$ cat config.mk
export PLATFORM = sky130hd
export DESIGN_NAME = signature_reader
export DESIGN_NICKNAME = d
export VERILOG_FILES = /design/src/rtl/signature_reader.sv
export SDC_FILE = /design/constraint.sdc
export NUM_CORES = 1
export LEC_CHECK = 0
export ABC_AREA = 1
export ABC_CLOCK_PERIOD_IN_PS = 6650
export CAP_MARGIN = 40
export CORE_ASPECT_RATIO = 0.6
export CORE_UTILIZATION = 38
export CTS_BUF_LIST = sky130_fd_sc_hd__clkbuf_2 sky130_fd_sc_hd__clkbuf_4 sky130_fd_sc_hd__clkbuf_8
export CTS_CLUSTER_SIZE = 14
export DETAILED_ROUTE_END_ITERATION = 8
export PLACE_DENSITY = 0.7
export REMOVE_ABC_BUFFERS = 1
export SLEW_MARGIN = 10
export SYNTH_ARGS = -nofsm -noshare
export SYNTH_HDL_FRONTEND = slang
export SYNTH_SLANG_ARGS = --single-unit
$ cat constraint.sdc
create_clock -name clk -period 6.65 [get_ports clk]
set_clock_uncertainty 0.2 [all_clocks]
set_input_delay 0.665 -clock clk [delete_from_list [all_inputs] [get_ports clk]]
set_output_delay 0.665 -clock clk [all_outputs]
set_load 0.005 [all_outputs]
$ cat src/rtl/signature_reader.sv
`default_nettype none
// ============================================================================
// Module   : signature_reader
// Brief    : Snoops the data-port store bus for the begin/end/exit marker
//            writes, then drains data memory begin..end (exclusive) word by
//            word onto a valid/ready stream through an asynchronous read port.
//            Optional macro SIG_CHECKSUM_EN adds a rotate-xor checksum of the
//            streamed words; when undefined, checksum is tied to zero.
// Revision : 1.0 - initial release
// ============================================================================
module signature_reader #(
  parameter logic [31:0] BEGIN_ADDR = 32'h100,
  parameter logic [31:0] END_ADDR   = 32'h104,
  parameter logic [31:0] EXIT_ADDR  = 32'h108,
  parameter int unsigned MAX_WORDS  = 8192
) (
  input  logic        clk,
  input  logic        rst_n,
  input  logic        st_we,
  input  logic [3:0]  st_mask,
  input  logic [31:0] st_addr,
  input  logic [31:0] st_wdata,
  output logic [31:0] rd_addr,
  input  logic [31:0] rd_data,
  output logic        sig_valid,
  input  logic        sig_ready,
  output logic [31:0] sig_data,
  output logic        sig_last,
  output logic        busy,
  output logic        done,
  output logic        err,
  output logic [31:0] checksum
);

  typedef enum logic [2:0] {
    S_IDLE  = 3'd0,
    S_FETCH = 3'd1,
    S_SEND  = 3'd2,
    S_DONE  = 3'd3,
    S_ERROR = 3'd4
  } state_t;

  localparam logic [31:0] C_WORD_BYTES = 32'd4;

  state_t      r_state;
  state_t      w_state_nxt;
  logic [31:0] r_begin;
  logic [31:0] r_end;
  logic [31:0] r_ptr;
  logic [31:0] r_sig_data;
  logic        r_sig_last;
  logic        r_sig_valid;

  logic        w_exit;
  logic        w_bad;
  logic        w_empty;
  logic [31:0] w_len;
  logic        w_handshake;

  // The byte mask carries no information for marker decode.
  logic        w_unused;
  assign w_unused = ^st_mask;

  // Marker evaluation uses the begin/end values registered before the exit edge.
  assign w_exit      = (r_state == S_IDLE) && st_we && (st_addr == EXIT_ADDR);
  assign w_len       = (r_end - r_begin) >> 2;
  assign w_bad       = (r_begin[1:0] != 2'b00) || (r_end[1:0] != 2'b00) ||
                       (r_end < r_begin) || (w_len > MAX_WORDS);
  assign w_empty     = (r_end == r_begin);
  assign w_handshake = (r_state == S_SEND) && r_sig_valid && sig_ready;

  assign sig_valid = r_sig_valid;
  assign sig_data  = r_sig_data;
  assign sig_last  = r_sig_last;

  // State register.
  always_ff @(posedge clk or negedge rst_n) begin
    if (!rst_n) begin
      r_state <= S_IDLE;
    end else begin
      r_state <= w_state_nxt;
    end
  end

  // Next-state decode and state-derived outputs.
  always_comb begin
    w_state_nxt = r_state;
    rd_addr     = 32'd0;
    busy        = 1'b0;
    done        = 1'b0;
    err         = 1'b0;
    case (r_state)
      S_IDLE: begin
        if (w_exit) begin
          if (w_bad) begin
            w_state_nxt = S_ERROR;
          end else if (w_empty) begin
            w_state_nxt = S_DONE;
          end else begin
            w_state_nxt = S_FETCH;
          end
        end
      end
      S_FETCH: begin
        rd_addr     = r_ptr;
        busy        = 1'b1;
        w_state_nxt = S_SEND;
      end
      S_SEND: begin
        busy = 1'b1;
        if (w_handshake) begin
          w_state_nxt = r_sig_last ? S_DONE : S_FETCH;
        end
      end
      S_DONE: begin
        done = 1'b1;
      end
      S_ERROR: begin
        err = 1'b1;
      end
      default: begin
        w_state_nxt = S_IDLE;
      end
    endcase
  end

  // Marker capture, read pointer and the registered stream word.
  always_ff @(posedge clk or negedge rst_n) begin
    if (!rst_n) begin
      r_begin     <= 32'd0;
      r_end       <= 32'd0;
      r_ptr       <= 32'd0;
      r_sig_data  <= 32'd0;
      r_sig_last  <= 1'b0;
      r_sig_valid <= 1'b0;
    end else begin
      case (r_state)
        S_IDLE: begin
          if (st_we && (st_addr == BEGIN_ADDR)) begin
            r_begin <= st_wdata;
          end
          if (st_we && (st_addr == END_ADDR)) begin
            r_end <= st_wdata;
          end
          if (w_exit && !w_bad && !w_empty) begin
            r_ptr <= r_begin;
          end
        end
        S_FETCH: begin
          r_sig_data  <= rd_data;
          r_sig_last  <= ((r_ptr + C_WORD_BYTES) == r_end);
          r_sig_valid <= 1'b1;
        end
        S_SEND: begin
          if (w_handshake) begin
            r_sig_valid <= 1'b0;
            r_sig_last  <= 1'b0;
            if (!r_sig_last) begin
              r_ptr <= r_ptr + C_WORD_BYTES;
            end
          end
        end
        default: begin
        end
      endcase
    end
  end

`ifdef SIG_CHECKSUM_EN
  logic [31:0] r_checksum;

  // Rotate-left-by-one then xor each accepted word; restarts from zero in IDLE.
  always_ff @(posedge clk or negedge rst_n) begin
    if (!rst_n) begin
      r_checksum <= 32'd0;
    end else if (r_state == S_IDLE) begin
      r_checksum <= 32'd0;
    end else if (w_handshake) begin
      r_checksum <= {r_checksum[30:0], r_checksum[31]} ^ r_sig_data;
    end
  end

  assign checksum = r_checksum;
`else
  assign checksum = 32'd0;
`endif

endmodule
`default_nettype wire

sizing.png
Bar = 50 um.
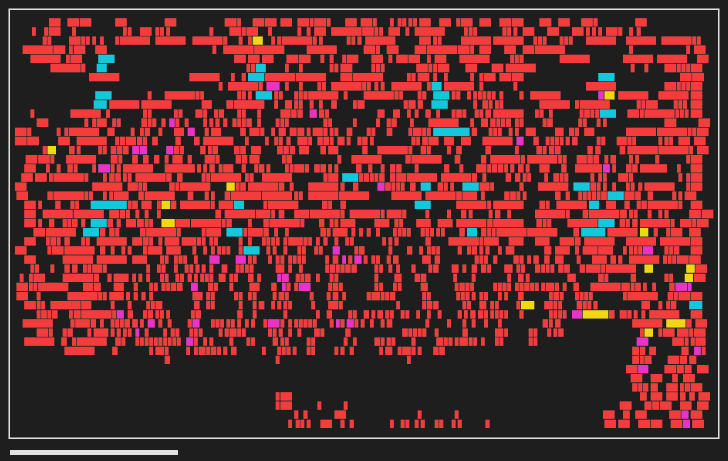
Yellow shows x3 and x4, cells 14, share 0.81%. Cyan shows x6 and larger, cells 30, share 1.7%. Magenta shows x2, cells 39, share 2.3%. Red shows x1 and smaller, cells 1,635, share 95%.
final instance area: 0.01230 mm2
setup ws final: 2542 ps
Buffers, non-clock: 178
synthesis-to-finish area growth: 23.40%

m1.png
Bar = 50 um. Supply wires on this layer in gray.
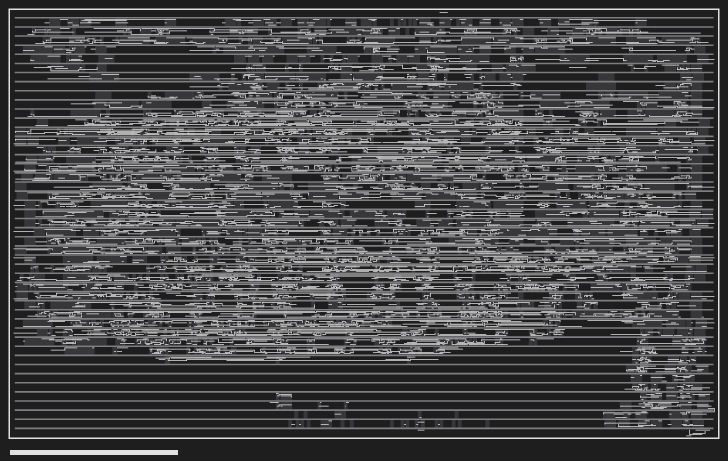
The wires run mostly horizontal. The layer carries 15,200 um of wire. 1,691 nets have wire on it.
met1 Resource Use GR: 35.35%
routed wire length: 30.28 mm
DR vias: 10,040

m2.png
Bar = 50 um.
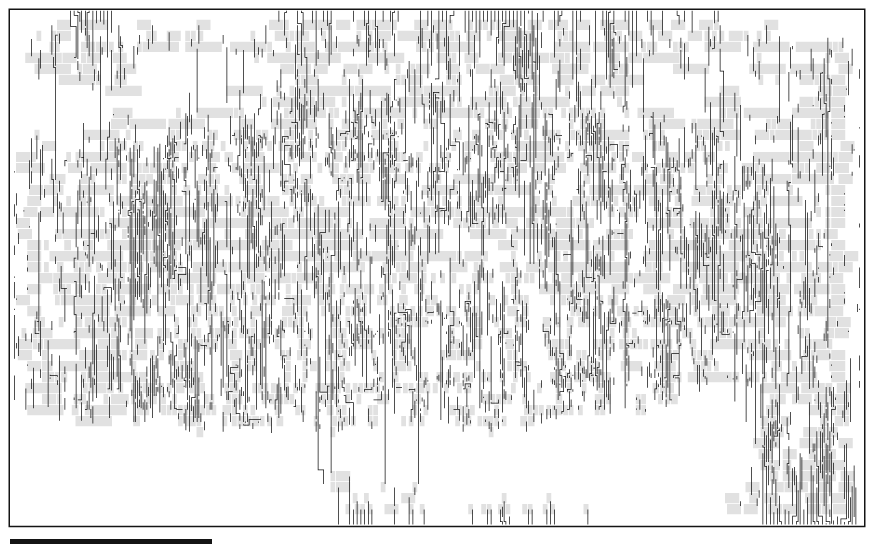
The wires run mostly vertical. 1,440 nets have wire on it.
GRT met2 Usage: 30.28%

==> results.yml <==
# physical design summary
critical_path:
  critical_path_class: "reg -> reg"
  cp-end-kind: "register"
  r2r_setup_slack_ps: 2540
  worstPathArrival_ps: 4250
  crit_required_ps: 6790
synthesis:
  yosys_warnings: 0
  async_reset_ff_share_pct: 100.0
  enable_flop_cells: 0
  syn_area_per_cell_um2: 6.439
  ys_types: 45
clocking:
  cts_num_sinks: 133
  htree_num_levels: 4
power_and_ir_drop:
  power.share.combinational_pct: 5.8
  switching_share_pct: 25.00
  internal-power_mw: 1.216
  peakVddDrop_mv: 0.1241
finish:
  final_cell_count_no_fill: 2070
  fin_nets: 1842
route:
  drc_errors: 0
  ant_nets: 0
placement:
  post-place-ws_ps: 2649
  place_area_mm2: 0.01189
timing:
  maxSlewHeadroom_pct: 44.15
  fin_setup_tns_ps: 0
  worst_pin_slew_ps: 830.2
floorplan:
  die_w_um: 211.1
  rows: 45
global_route:
  grt_start_max_net_pins: 78
  grt_use_total_pct: 22.66
outcome:
  status: "complete, no violations"
closeup.png
Bar = 10 um. Window x 86 to 126, y 18 to 58 um. Cells in gray, sequential cells in the stronger gray; small squares are vias.
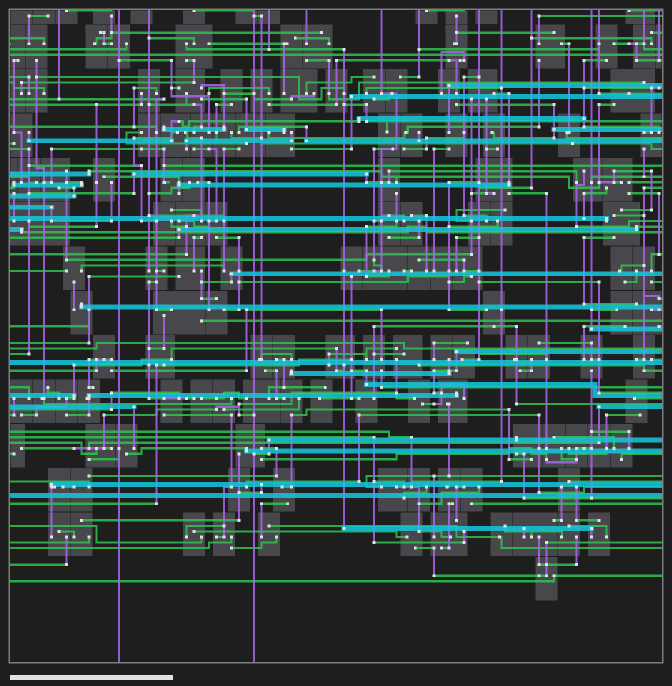
Cyan shows M3. Green shows M1. Purple shows M2.
Sequential cells in the window: 0. Most frequent: nand2_1 (52), inv_1 (25), nor2_1 (17). 129 logic cells have their middle in the window.

congestion_map.png
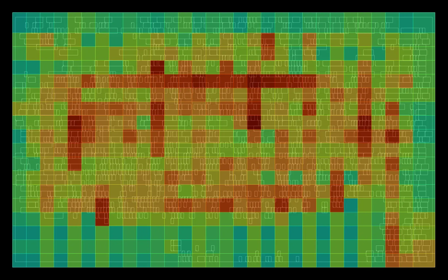
Routed wire per std cell: 14.63 um
Top Usage Layer GRT: met1

[area by class of cell]
class,count,area (um2)
flip-flops and latches,133,3328
clock inverters,14,162.7
well taps,352,440.4
multi-input cells,1138,5459
clock buffers,18,247.7
fillers,2647,13210
inverters,237,889.6
repair buffers,178,1772
[path summary, 6_finish.rpt]
path                              startpoint            to
worst max-delay path              r_begin[8]     r_ptr[12]
worst min-delay path                   rst_n    r_state[2]
worst max register to register    r_begin[8]     r_ptr[12]
worst min register to register  sig_data[31]  sig_data[31]
max in group asynchronous              rst_n   r_begin[20]
min in group clk                sig_data[31]  sig_data[31]
[metal layers]
metal | track usage [%] | up-vias | wire length [um]
li1 | - | 5071 | -
met2 | 30.28 | 368 | 11690
met4 | 4.135 | 0 | 185
met1 | 35.35 | 4587 | 15220
met5 | 0 | - | 0
met3 | 6.588 | 17 | 3186
[cells in the mapped netlist, types with 2 or more instances]
cell type    n
a21o_1       4
a21oi_1     20
a21oi_2      3
and3_1       2
buf_4       35
buf_6        3
clkbuf_1    31
dfrtp_1    133
ha_1        33
inv_1      231
inv_2        5
nand2_1    558
nand2_2      6
nand3_1     99
nand3b_1     7
nand4_1     22
nor2_1     125
nor2_2       6
nor3_1      27
nor3_2       2
nor4_1      18
o21a_1       2
o21ai_0     97
o21ai_1      8
or2_2        8
xnor2_1     15
xnor3_1      2
xor2_1      29
[power by group through the flow]
stage	Combinational (mW)	Clock, mW	Sequential [mW]
3_3_place_gp	0.0936	0	0.824
6_report	0.0936	0.720	0.808
4_1_cts	0.0949	0.735	0.808
2_1_floorplan	0.0122	0	0.824
3_5_place_dp	0.0943	0	0.824
5_1_grt	0.103	0.776	0.808
